`config.mk`:
```
export PLATFORM = sky130hd
export DESIGN_NAME = uart_io_regs
export DESIGN_NICKNAME = d
export VERILOG_FILES = /design/src/rtl/uart_io_pkg.sv /design/src/rtl/uart_io_fifo.sv /design/src/rtl/uart_io_regs.sv
export SDC_FILE = /design/constraint.sdc
export NUM_CORES = 1
export LEC_CHECK = 0
export CORE_ASPECT_RATIO = 1.4
export CORE_MARGIN = 2
export CORE_UTILIZATION = 40
export DETAILED_ROUTE_END_ITERATION = 8
export PLACE_DENSITY = 0.68
export SYNTH_ARGS = -nofsm -noshare
export SYNTH_HDL_FRONTEND = slang
export SYNTH_SLANG_ARGS = --single-unit
export TNS_END_PERCENT = 10
```
`constraint.sdc`:
```
create_clock -name clk -period 3.53 [get_ports clk]
set_input_delay 0.353 -clock clk [delete_from_list [all_inputs] [get_ports clk]]
set_output_delay 0.353 -clock clk [all_outputs]
set_load 0.02 [all_outputs]
```
`src/rtl/uart_io_pkg.sv`:
```
// rtl/uart_io_pkg.sv - shared register map, STATUS bit positions and drain FSM states
package uart_io_pkg;

  localparam logic [2:0] REG_TXDATA = 3'd0;
  localparam logic [2:0] REG_RXDATA = 3'd1;
  localparam logic [2:0] REG_STATUS = 3'd2;
  localparam logic [2:0] REG_CTRL   = 3'd3;
  localparam logic [2:0] REG_TERM   = 3'd4;
  localparam logic [13:0] REG_COUNT = 14'd5;

  localparam int ST_TX_FULL     = 0;
  localparam int ST_TX_EMPTY    = 1;
  localparam int ST_RX_NONEMPTY = 2;
  localparam int ST_RX_FULL     = 3;
  localparam int ST_TX_OVF      = 4;
  localparam int ST_RX_OVF      = 5;

  typedef enum logic [1:0] {
    DRAIN_IDLE  = 2'd0,
    DRAIN_ISSUE = 2'd1,
    DRAIN_GAP   = 2'd2
  } drain_state_t;

endpackage

```
`src/rtl/uart_io_fifo.sv`:
```
// rtl/uart_io_fifo.sv - synchronous byte FIFO; a push into a full FIFO is taken when a pop happens in the same cycle
module uart_io_fifo #(
  parameter int AW = 3,
  parameter int W  = 8
) (
  input  logic          clk,
  input  logic          rst_n,
  input  logic          push,
  input  logic [W-1:0]  din,
  input  logic          pop,
  output logic [W-1:0]  dout,
  output logic          full,
  output logic          empty,
  output logic [AW:0]   count
);

  localparam int DEPTH = 1 << AW;
  localparam logic [AW:0] DEPTH_C = (AW + 1)'(DEPTH);

  logic [W-1:0]  mem [DEPTH];
  logic [AW-1:0] wr_ptr;
  logic [AW-1:0] rd_ptr;
  logic [AW:0]   cnt;
  logic          push_ok;
  logic          pop_ok;

  assign full    = (cnt == DEPTH_C);
  assign empty   = (cnt == '0);
  assign count   = cnt;
  assign dout    = mem[rd_ptr];
  assign pop_ok  = pop & ~empty;
  assign push_ok = push & (~full | pop_ok);

  always_ff @(posedge clk) begin
    if (push_ok) mem[wr_ptr] <= din;
  end

  always_ff @(posedge clk or negedge rst_n) begin
    if (!rst_n) begin
      wr_ptr <= '0;
      rd_ptr <= '0;
      cnt    <= '0;
    end else begin
      if (push_ok) wr_ptr <= wr_ptr + 1'b1;
      if (pop_ok)  rd_ptr <= rd_ptr + 1'b1;
      case ({push_ok, pop_ok})
        2'b10:   cnt <= cnt + 1'b1;
        2'b01:   cnt <= cnt - 1'b1;
        default: cnt <= cnt;
      endcase
    end
  end

endmodule

```
`src/rtl/uart_io_regs.sv`:
```
// rtl/uart_io_regs.sv - CPU-side UART register block: TX/RX FIFOs, sticky overflows, CTRL/TERM
module uart_io_regs
  import uart_io_pkg::*;
#(
  parameter logic [13:0] BASE_ADR     = 14'h0100,
  parameter int          FIFO_AW      = 3,
  parameter logic [15:0] TERM_DEFAULT = 16'd434
) (
  input  logic        clk,
  input  logic        rst_n,
  input  logic        io_we,
  input  logic [15:2] io_wadr,
  input  logic [31:0] io_wdata,
  input  logic        io_radr_en,
  input  logic [15:2] io_radr,
  output logic [31:0] io_rdata,
  output logic [7:0]  uart_io_char,
  output logic        uart_io_we,
  input  logic        uart_io_full,
  input  logic [7:0]  rout,
  input  logic        rout_en,
  output logic        rx_disable_echoback,
  output logic [15:0] uart_term,
  output logic        rx_irq
);

  logic [13:0] w_off, r_off;
  logic        w_hit, r_hit;
  logic        tx_push, tx_pop, tx_full, tx_empty;
  logic        rx_push, rx_pop, rx_full, rx_empty;
  logic [7:0]  tx_head, rx_head;
  logic [FIFO_AW:0] tx_cnt, rx_cnt;
  logic        tx_ovf, rx_ovf;
  logic [1:0]  ctrl;
  logic        sts_wr;
  logic [31:0] status_word;
  logic [31:0] rdata_next;
  drain_state_t drain_state;

  // Subtraction wraps below BASE_ADR, so one unsigned compare bounds both ends.
  assign w_off = io_wadr - BASE_ADR;
  assign r_off = io_radr - BASE_ADR;
  assign w_hit = io_we & (w_off < REG_COUNT);
  assign r_hit = io_radr_en & (r_off < REG_COUNT);

  assign tx_push = w_hit & (w_off[2:0] == REG_TXDATA);
  assign sts_wr  = w_hit & (w_off[2:0] == REG_STATUS);
  assign rx_push = rout_en & ctrl[0];
  assign rx_pop  = r_hit & (r_off[2:0] == REG_RXDATA) & ~rx_empty;
  assign tx_pop  = (drain_state != DRAIN_ISSUE) & ~tx_empty & ~uart_io_full;

  uart_io_fifo #(.AW(FIFO_AW), .W(8)) u_tx_fifo (
    .clk   (clk),
    .rst_n (rst_n),
    .push  (tx_push),
    .din   (io_wdata[7:0]),
    .pop   (tx_pop),
    .dout  (tx_head),
    .full  (tx_full),
    .empty (tx_empty),
    .count (tx_cnt)
  );

  uart_io_fifo #(.AW(FIFO_AW), .W(8)) u_rx_fifo (
    .clk   (clk),
    .rst_n (rst_n),
    .push  (rx_push),
    .din   (rout),
    .pop   (rx_pop),
    .dout  (rx_head),
    .full  (rx_full),
    .empty (rx_empty),
    .count (rx_cnt)
  );

  assign rx_disable_echoback = ctrl[0];
  assign rx_irq = ctrl[1] & ~rx_empty;

  always_comb begin
    status_word = '0;
    status_word[ST_TX_FULL]     = tx_full;
    status_word[ST_TX_EMPTY]    = tx_empty;
    status_word[ST_RX_NONEMPTY] = ~rx_empty;
    status_word[ST_RX_FULL]     = rx_full;
    status_word[ST_TX_OVF]      = tx_ovf;
    status_word[ST_RX_OVF]      = rx_ovf;
    status_word[10:8]           = rx_cnt[2:0];
  end

  always_comb begin
    rdata_next = '0;
    if (r_hit) begin
      case (r_off[2:0])
        REG_RXDATA: rdata_next = {~rx_empty, 23'b0, rx_empty ? 8'h00 : rx_head};
        REG_STATUS: rdata_next = status_word;
        REG_CTRL:   rdata_next = {30'b0, ctrl};
        REG_TERM:   rdata_next = {16'b0, uart_term};
        default:    rdata_next = '0;
      endcase
    end
  end

  // Overflow only when no pop frees a slot this cycle; a set beats a same-cycle clear.
  always_ff @(posedge clk or negedge rst_n) begin
    if (!rst_n) begin
      tx_ovf    <= 1'b0;
      rx_ovf    <= 1'b0;
      ctrl      <= 2'b00;
      uart_term <= TERM_DEFAULT;
      io_rdata  <= '0;
    end else begin
      tx_ovf <= (tx_push & tx_full & ~tx_pop) |
                (tx_ovf & ~(sts_wr & io_wdata[ST_TX_OVF]));
      rx_ovf <= (rx_push & rx_full & ~rx_pop) |
                (rx_ovf & ~(sts_wr & io_wdata[ST_RX_OVF]));
      if (w_hit && w_off[2:0] == REG_CTRL) ctrl <= io_wdata[1:0];
      if (w_hit && w_off[2:0] == REG_TERM) uart_term <= io_wdata[15:0];
      io_rdata <= rdata_next;
    end
  end

  // GAP re-checks uart_io_full after it has seen the previous strobe, allowing one char per 2 cycles.
  always_ff @(posedge clk or negedge rst_n) begin
    if (!rst_n) begin
      drain_state  <= DRAIN_IDLE;
      uart_io_we   <= 1'b0;
      uart_io_char <= 8'h00;
    end else begin
      case (drain_state)
        DRAIN_IDLE, DRAIN_GAP: begin
          if (tx_pop) begin
            drain_state  <= DRAIN_ISSUE;
            uart_io_we   <= 1'b1;
            uart_io_char <= tx_head;
          end else begin
            drain_state <= DRAIN_IDLE;
            uart_io_we  <= 1'b0;
          end
        end
        DRAIN_ISSUE: begin
          drain_state <= DRAIN_GAP;
          uart_io_we  <= 1'b0;
        end
        default: begin
          drain_state <= DRAIN_IDLE;
          uart_io_we  <= 1'b0;
        end
      endcase
    end
  end

  logic unused_ok;
  assign unused_ok = ^{io_wdata[31:16], w_off[13:3], r_off[13:3], tx_cnt, rx_cnt[FIFO_AW:3]};

endmodule

```
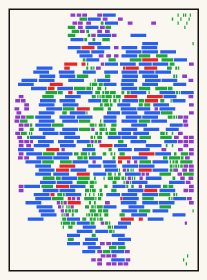
cell_classes.png
Scale: 1.5 px per um.
green -> all other logic  # cells 274, share of their area 25%
blue -> flops  # cells 196, share of their area 56%
purple -> other buffers and delay cells  # cells 127, share of their area 12%
red -> clock drivers and dummy loads  # cells 32, share of their area 6.6%
sequential fraction of total cell area: 54.3%
share of the core filled with cells: 50.3%
area inside the core boundary: 20300 sq um
post-route cell area: 10200 sq um
total number of placement rows: 62

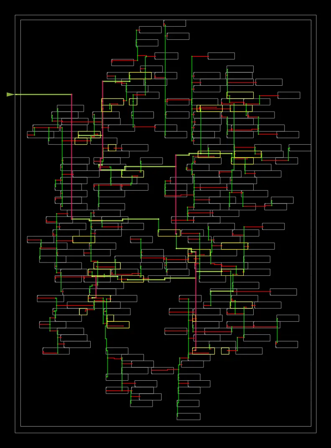
final_clocks.png
later-pin clock latency in the skew report: 430 ps
clock-net power: 0.00210 W

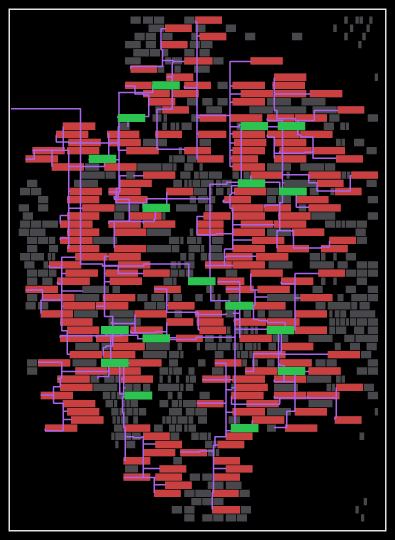
clock_map.png
Scale: 3 px per um.
red -> flip-flops  # count 196
green -> cells driving clock nets  # count 17
purple -> clock wires  # length 2020 um
routed clock nets = 18

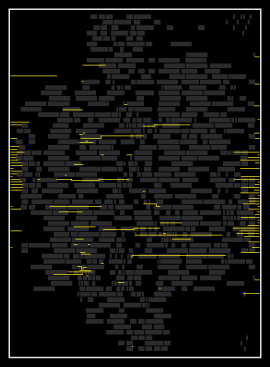
met3.png
Scale: 2 px per um.
wire length on this layer = 725 um
share of all routed wire = 4.4%
main direction = horizontal
nets with wire on the layer = 87

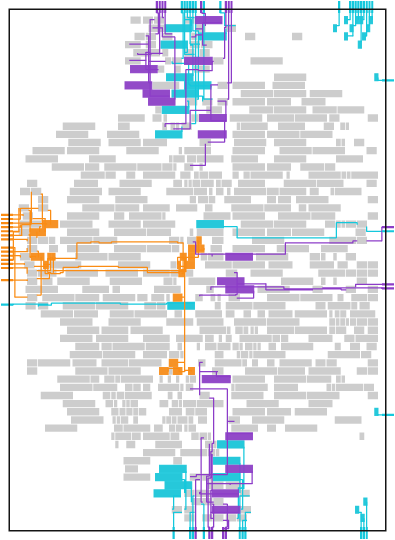
port_nets.png
Scale: 3 px per um.
orange -> `io_radr`  # bits 14, direction input, end cells 19, buffers 15, wire 466 um
cyan -> `io_rdata`  # bits 32, direction output, end cells 32, buffers 17, wire 565 um
purple -> `uart_term`  # bits 16, direction output, end cells 16, buffers 16, wire 867 um

==> flow_metrics.py <==
# Synthesis and PnR figures
metrics = {
    "outcome": {
        "run_status": "finished, final reports clean",
    },
    "logic_synthesis": {
        "most_common_cell": "sky130_fd_sc_hd__edfxtp_1",
        "yosysCellCount": 490,
        "synthTopLogicFamily": "multiplexers",
        "synth.mux.area_fraction_pct": 14.9,
        "synth_flops": 196,
        "ys_top_cells_by_area": "sky130_fd_sc_hd__edfxtp_1, sky130_fd_sc_hd__dfrtp_1, sky130_fd_sc_hd__mux4_2, sky130_fd_sc_hd__mux2i_1, sky130_fd_sc_hd__mux2_4",
        "top_area_cell": "sky130_fd_sc_hd__edfxtp_1",
        "post_synth_and_or_nand_nor_area_fraction_pct": 8.11,
        "ys_chip_area_sq_um": 8200,
        "yosys.area_share.xor_xnor_pct": 1.39,
    },
    "cells_and_area": {
        "flops": 196,
        "sh_comb_area_pct": 24.1,
        "buffers_non_clock": 127,
        "dominant_cells": "registers",
        "lay_top_cells": "sky130_fd_sc_hd__edfxtp_1, sky130_fd_sc_hd__clkdlybuf4s50_1, sky130_fd_sc_hd__dfrtp_1",
        "post_route_cells_drive_above_1_share_pct": 21.5,
        "clock_cell_area_share_pct": 6.40,
        "multi_input_comb_cells": 266,
    },
    "clock_tree": {
        "cts.path.max_buffers": 2,
        "numCtsBuffers": 17,
        "clock_sink_count": 196,
    },
    "setup_path": {
        "cp_cell_sequence": "or4_4, and2_1, clkdlybuf4s50_1",
        "kind_of_cell_with_the_highest_combined_delay_on_the_critical_path": "simple AND/OR/NAND/NOR gates",
        "rr_worst_depth": 10,
    },
    "grt": {
        "grt_use_total_pct": 16.1,
        "first_pass_grt_wire_length_um": 26500,
    },
    "sta": {
        "grt_setup_unrepaired": "no",
        "drv_slew": 0,
        "timing.setup.tns_ps": 0,
        "period_used_pct": 72.4,
    },
    "routing": {
        "wirelength_um": 16700,
        "via_per_inst": 5.11,
    },
    "power_and_ir_drop": {
        "power.static_leakage_nw": 3.74,
        "power.net_switching_w": 0.00135,
        "maxPowerGroup": "sequential cells",
        "peak_supply_drop_mv": 0.366,
    },
    "placed_design": {
        "preCtsSetupSlack_ps": 584,
    },
    "floorplanning": {
        "core_util_floorplan_pct": 40.3,
    },
}
Power and IR drop assume default switching activity.
